**config.mk**
```make
export PLATFORM = sky130hd
export DESIGN_NAME = bin_to_bcd_seq_flat
export DESIGN_NICKNAME = d
export VERILOG_FILES = /design/src/rtl/bcd_pkg.sv /design/src/rtl/bin_to_bcd_seq_if.sv /design/src/rtl/bcd_digit_adj.sv /design/src/rtl/bin_to_bcd_seq.sv /design/src/flat_wrapper.sv
export SDC_FILE = /design/constraint.sdc
export NUM_CORES = 1
export LEC_CHECK = 0
export ABC_AREA = 1
export CAP_MARGIN = 10
export CORE_ASPECT_RATIO = 2
export CORE_UTILIZATION = 60
export DETAILED_ROUTE_END_ITERATION = 16
export HOLD_SLACK_MARGIN = 0.06
export PLACE_DENSITY = 0.94
export SYNTH_ARGS = -nofsm -noshare
export SYNTH_HDL_FRONTEND = slang
export SYNTH_HIERARCHICAL = 1
export SYNTH_SLANG_ARGS = --single-unit
```
**constraint.sdc**
```tcl
create_clock -name clk -period 3.9 [get_ports clk]
set_clock_uncertainty 0.15 [all_clocks]
set_input_delay 0.78 -clock clk [delete_from_list [all_inputs] [get_ports clk]]
set_output_delay 0.78 -clock clk [all_outputs]
set_load 0.01 [all_outputs]
```
**src/rtl/bcd_pkg.sv**
```systemverilog
// Shared types and constants for the sequential binary-to-BCD converter.
package bcd_pkg;

    typedef enum logic [1:0] {
        StIdle,
        StShift,
        StDone
    } state_t;

    localparam int unsigned BCD_DIGIT_W = 4;
    localparam logic [BCD_DIGIT_W-1:0] ADD3_THRESH = 4'd5;

    // Ceiling log2 with a floor of 1 so a counter always has at least one bit.
    function automatic int unsigned clog2(input int unsigned value);
        int unsigned width;
        width = 1;
        while ((32'd1 << width) < value) begin
            width++;
        end
        return width;
    endfunction

endpackage

```
**src/rtl/bin_to_bcd_seq_if.sv**
```systemverilog
// Valid/ready request and result channels of the binary-to-BCD converter.
interface bin_to_bcd_seq_if #(
    parameter int unsigned BIN_W  = 12,
    parameter int unsigned DIGITS = 4
);
    logic                  in_valid;
    logic                  in_ready;
    logic [BIN_W-1:0]      bin_in;
    logic                  out_valid;
    logic                  out_ready;
    logic [4*DIGITS-1:0]   bcd_out;
    logic                  bcd_neg;
    logic                  busy;

    modport master (
        output in_valid, bin_in, out_ready,
        input  in_ready, out_valid, bcd_out, bcd_neg, busy
    );

    modport slave (
        input  in_valid, bin_in, out_ready,
        output in_ready, out_valid, bcd_out, bcd_neg, busy
    );
endinterface

```
**src/rtl/bcd_digit_adj.sv**
```systemverilog
// One double-dabble digit correction: add 3 to any digit of 5 or more.
module bcd_digit_adj
    import bcd_pkg::*;
(
    input  logic [BCD_DIGIT_W-1:0] d,
    output logic [BCD_DIGIT_W-1:0] q
);
    always_comb begin
        q = (d >= ADD3_THRESH) ? d + BCD_DIGIT_W'(3) : d;
    end
endmodule

```
**src/rtl/bin_to_bcd_seq.sv**
```systemverilog
// Multi-cycle binary-to-BCD converter (shift-add-3), valid/ready on both sides.
// Define SIGNED_INPUT_EN to treat bin_in as two's complement and report the sign on bcd_neg.
module bin_to_bcd_seq
    import bcd_pkg::*;
#(
    parameter int unsigned BIN_W  = 12,
    parameter int unsigned DIGITS = 4
) (
    input logic              clk,
    input logic              rst_n,
    bin_to_bcd_seq_if.slave  bus
);
    localparam int unsigned BCD_W = BCD_DIGIT_W * DIGITS;
    localparam int unsigned CNT_W = clog2(BIN_W + 1);

    if (!((64'd10 ** DIGITS) > ((64'd1 << BIN_W) - 64'd1))) begin : g_bad_cfg
        $error("bin_to_bcd_seq: DIGITS too small to hold 2**BIN_W-1");
    end

    state_t             state_q, state_d;
    logic [BIN_W-1:0]   bin_q, bin_d;
    logic [BCD_W-1:0]   bcd_q, bcd_d, bcd_adj;
    logic [BCD_W-1:0]   res_q, res_d;
    logic [CNT_W-1:0]   cnt_q, cnt_d;
    logic               neg_q, neg_d, res_neg_q, res_neg_d;
    logic [BIN_W-1:0]   mag;
    logic               sign_in;

`ifdef SIGNED_INPUT_EN
    // Negating the most negative value wraps to 2**(BIN_W-1), read back as unsigned.
    assign sign_in = bus.bin_in[BIN_W-1];
    assign mag     = sign_in ? (~bus.bin_in + BIN_W'(1)) : bus.bin_in;
`else
    assign sign_in = 1'b0;
    assign mag     = bus.bin_in;
`endif

    for (genvar i = 0; i < DIGITS; i++) begin : g_adj
        bcd_digit_adj u_adj (
            .d (bcd_q[i*BCD_DIGIT_W +: BCD_DIGIT_W]),
            .q (bcd_adj[i*BCD_DIGIT_W +: BCD_DIGIT_W])
        );
    end

    always_comb begin
        state_d   = state_q;
        bin_d     = bin_q;
        bcd_d     = bcd_q;
        cnt_d     = cnt_q;
        neg_d     = neg_q;
        res_d     = res_q;
        res_neg_d = res_neg_q;
        unique case (state_q)
            StIdle: begin
                if (bus.in_valid) begin
                    bin_d   = mag;
                    bcd_d   = '0;
                    cnt_d   = '0;
                    neg_d   = sign_in;
                    state_d = StShift;
                end
            end
            StShift: begin
                // The cycle after the last shift publishes the result into the output register.
                if (cnt_q == CNT_W'(BIN_W)) begin
                    res_d     = bcd_q;
                    res_neg_d = neg_q;
                    state_d   = StDone;
                end else begin
                    {bcd_d, bin_d} = {bcd_adj, bin_q} << 1;
                    cnt_d          = cnt_q + CNT_W'(1);
                end
            end
            StDone: begin
                if (bus.out_ready) begin
                    state_d = StIdle;
                end
            end
            default: state_d = StIdle;
        endcase
    end

    always_ff @(posedge clk or negedge rst_n) begin
        if (!rst_n) begin
            state_q   <= StIdle;
            bin_q     <= '0;
            bcd_q     <= '0;
            cnt_q     <= '0;
            neg_q     <= 1'b0;
            res_q     <= '0;
            res_neg_q <= 1'b0;
        end else begin
            state_q   <= state_d;
            bin_q     <= bin_d;
            bcd_q     <= bcd_d;
            cnt_q     <= cnt_d;
            neg_q     <= neg_d;
            res_q     <= res_d;
            res_neg_q <= res_neg_d;
        end
    end

    assign bus.in_ready  = (state_q == StIdle);
    assign bus.busy      = (state_q != StIdle);
    assign bus.out_valid = (state_q == StDone);
    assign bus.bcd_out   = res_q;
    assign bus.bcd_neg   = res_neg_q;
endmodule
```
**src/flat_wrapper.sv**
```systemverilog
// flat-port wrapper written by rule: the top's interface ports become plain ports
module bin_to_bcd_seq_flat import bcd_pkg::*;
#(
    parameter int unsigned BIN_W  = 12,
    parameter int unsigned DIGITS = 4
)
  (clk, rst_n, bus_in_valid, bus_bin_in, bus_out_ready, bus_in_ready, bus_out_valid, bus_bcd_out, bus_bcd_neg, bus_busy);
  bin_to_bcd_seq_if #(.BIN_W(BIN_W), .DIGITS(DIGITS)) bus_i ();
  input logic clk;
  input logic rst_n;
  input wire logic [$bits(bus_i.in_valid)-1:0] bus_in_valid;
  input wire logic [$bits(bus_i.bin_in)-1:0] bus_bin_in;
  input wire logic [$bits(bus_i.out_ready)-1:0] bus_out_ready;
  output wire logic [$bits(bus_i.in_ready)-1:0] bus_in_ready;
  output wire logic [$bits(bus_i.out_valid)-1:0] bus_out_valid;
  output wire logic [$bits(bus_i.bcd_out)-1:0] bus_bcd_out;
  output wire logic [$bits(bus_i.bcd_neg)-1:0] bus_bcd_neg;
  output wire logic [$bits(bus_i.busy)-1:0] bus_busy;
  assign bus_i.in_valid = bus_in_valid;
  assign bus_i.bin_in = bus_bin_in;
  assign bus_i.out_ready = bus_out_ready;
  assign bus_in_ready = bus_i.in_ready;
  assign bus_out_valid = bus_i.out_valid;
  assign bus_bcd_out = bus_i.bcd_out;
  assign bus_bcd_neg = bus_i.bcd_neg;
  assign bus_busy = bus_i.busy;
  bin_to_bcd_seq #(.BIN_W(BIN_W), .DIGITS(DIGITS)) u_core (.clk(clk), .rst_n(rst_n), .bus(bus_i));
endmodule
```
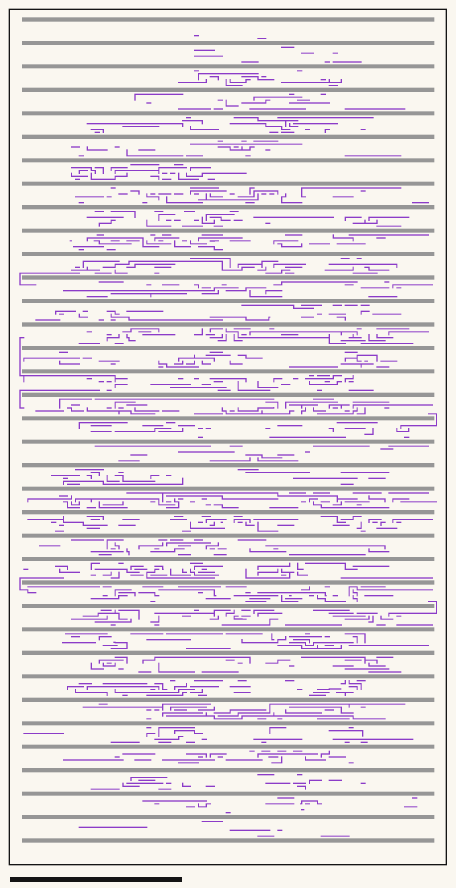
*The metal 1 layer*
The bar under the picture is 20 microns long. Supply wires on this layer in grey.
longest straight run	20.7 microns
nets with wire on the layer	360
main direction	horizontal
GRT met1 Usage: 30.8%
vias: 2427
routed wire length: 6100 microns

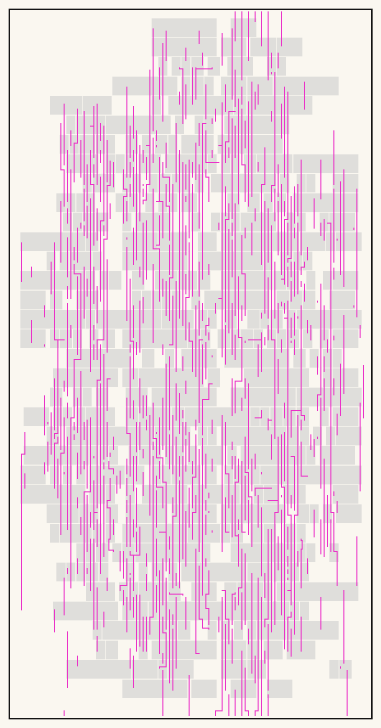
*Met2 routing*
Cells faint in the background.
wire length on this layer	3410 microns
main direction	vertical
met2 Track Usage GR: 49.8%

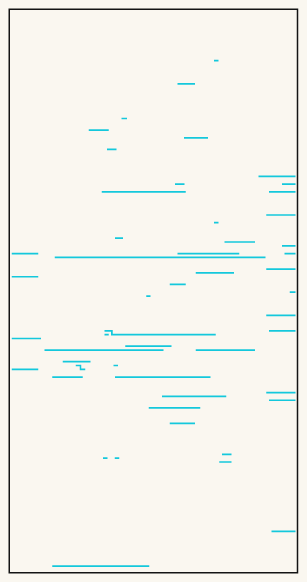
*M3 wires*
main direction	horizontal
share of all routed wire	4.8%
nets with wire on the layer	39
wire length on this layer	290 microns
met3 global-route usage: 4.01%

==> impl_metrics.ini <==
; generated from flow reports
[run_status]
status = finished, final reports clean

[setup_path]
cp_slowest_cell = dfrtp_1
reg2reg_depth = 7
max_stage_delay_ps = 680
critPathMaxFanout = 16
crit_start = u_core/state_q[0]
start_kind = register
path_delay_family = flip-flops
cp.required_ps = 2970
timing.critical_path.cells = nor2_4 > inv_1 > clkdlybuf4s50_1
worstSetupPathType = reg -> out
arrival_ps = 1690

[pwr]
ir_worst_vdd_uv = 527
p_int_mw = 1.45
p_per_area_nw_per_um2 = 818
seqPwrFrac_pct = 36.4
power_frac_clock_pct = 13.2
p_switching_mw = 1.19
p_seq_mw = 0.961
comb_power_mw = 1.33

[timing]
maxSlewHeadroom_pct = 27.8
finalCriticalPeriod_ps = 2620
fin_setup_tns_ps = 0
grt_setup_unrepaired = no
finalSetupViolCount = 0
drv_slew = 0

[cells_and_area]
final_cells = 440
mi_logic_area_sq_um = 1350
lay_top_cells = nand2_1 (142), dfrtp_1 (50), nand3_1 (49)
lay_top_count = nand2_1
nClkBuffers = 8
comb_share_pct = 41.9
antennaDiodeCount = 0
layout-drive-gt1-share_pct = 10.9
seq_area_sq_um = 1250
logic_gates = 267
buffers = 36
nNonClkInverters = 24
layout.nets = 410

[synthesis]
syn_avg_cell_area_sq_um = 7.87
yosys_warnings = 6

[place]
dp.cells = 432
dp_slack_ps = 1600
port-buffer-count = 34
place_area_sq_um = 3110
globalplace.congestion = 0.856

[min_path]
holdCritPathClass = reg -> reg

[clock_tree]
cts-root-buf = clkbuf_8
cts.sink_count = 50
cts_resized = 0
path_clk_slew_ps = 90

[global_route]
overflow = 0
grt_pass1_wl_microns = 10600
antenna_found_initial = 0

[routing]
drtIter0Drc = 81
drt_pre_antenna_iters = 4
detail-route-antenna-nets = 0
drcViolationCount = 0
vias_per_cell = 5.52

[flow_run]
warning_count = 31
cap_viol_max_count = 0

[floorplan]
fp-row-count = 35
die_w_microns = 50.5
coreArea_sq_um = 4550
n_tap_cell = 55
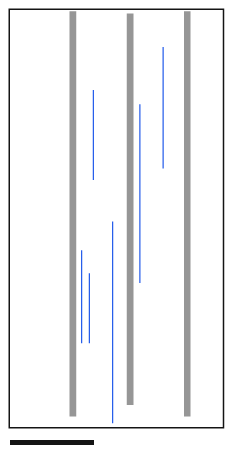
*The metal 4 layer*
The bar under the picture is 20 microns long. Supply wires on this layer in grey.
wire length on this layer	178 microns
longest straight run	47.6 microns
nets with wire on the layer	6
share of all routed wire	2.9%
main direction	vertical

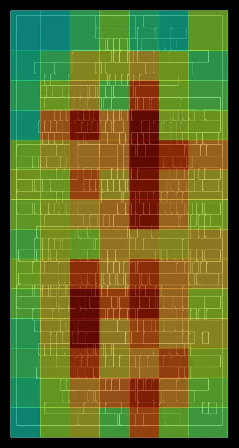
*Routing congestion map*
Avg WL per Cell: 13.9 microns
GRT Max-Usage Layer: met2
final core occ: 70.7%
Total GRT Usage: 27.9%

## per-layer routing
layer,routed length [microns],up-vias,global-route usage (%)
li1,-,1175,-
met1,2230,1161,30.8
met2,3410,77,49.8
met3,289,14,4.01
met4,177,0,14.5
met5,0,-,0
## worst max-delay path by stage
| stage | endpoint | slack, ps | cells after the start |
|---|---|---|---|
| floorplan | bus_busy | 2240 | 3 |
| finish | bus_busy | 1280 | 3 |
| CTS | bus_busy | 1260 | 3 |
| detailed placement | bus_busy | 1600 | 3 |
| global route | bus_busy | 1180 | 3 |
| global placement | bus_busy | 1660 | 3 |
## flip-flops by register name, indices dropped and copies added (netlist names)
signal,count
u_core/state_q,2
u_core/cnt_q,4
u_core/bcd_q,16
u_core/bus.bcd_out,16
u_core/bin_q,12
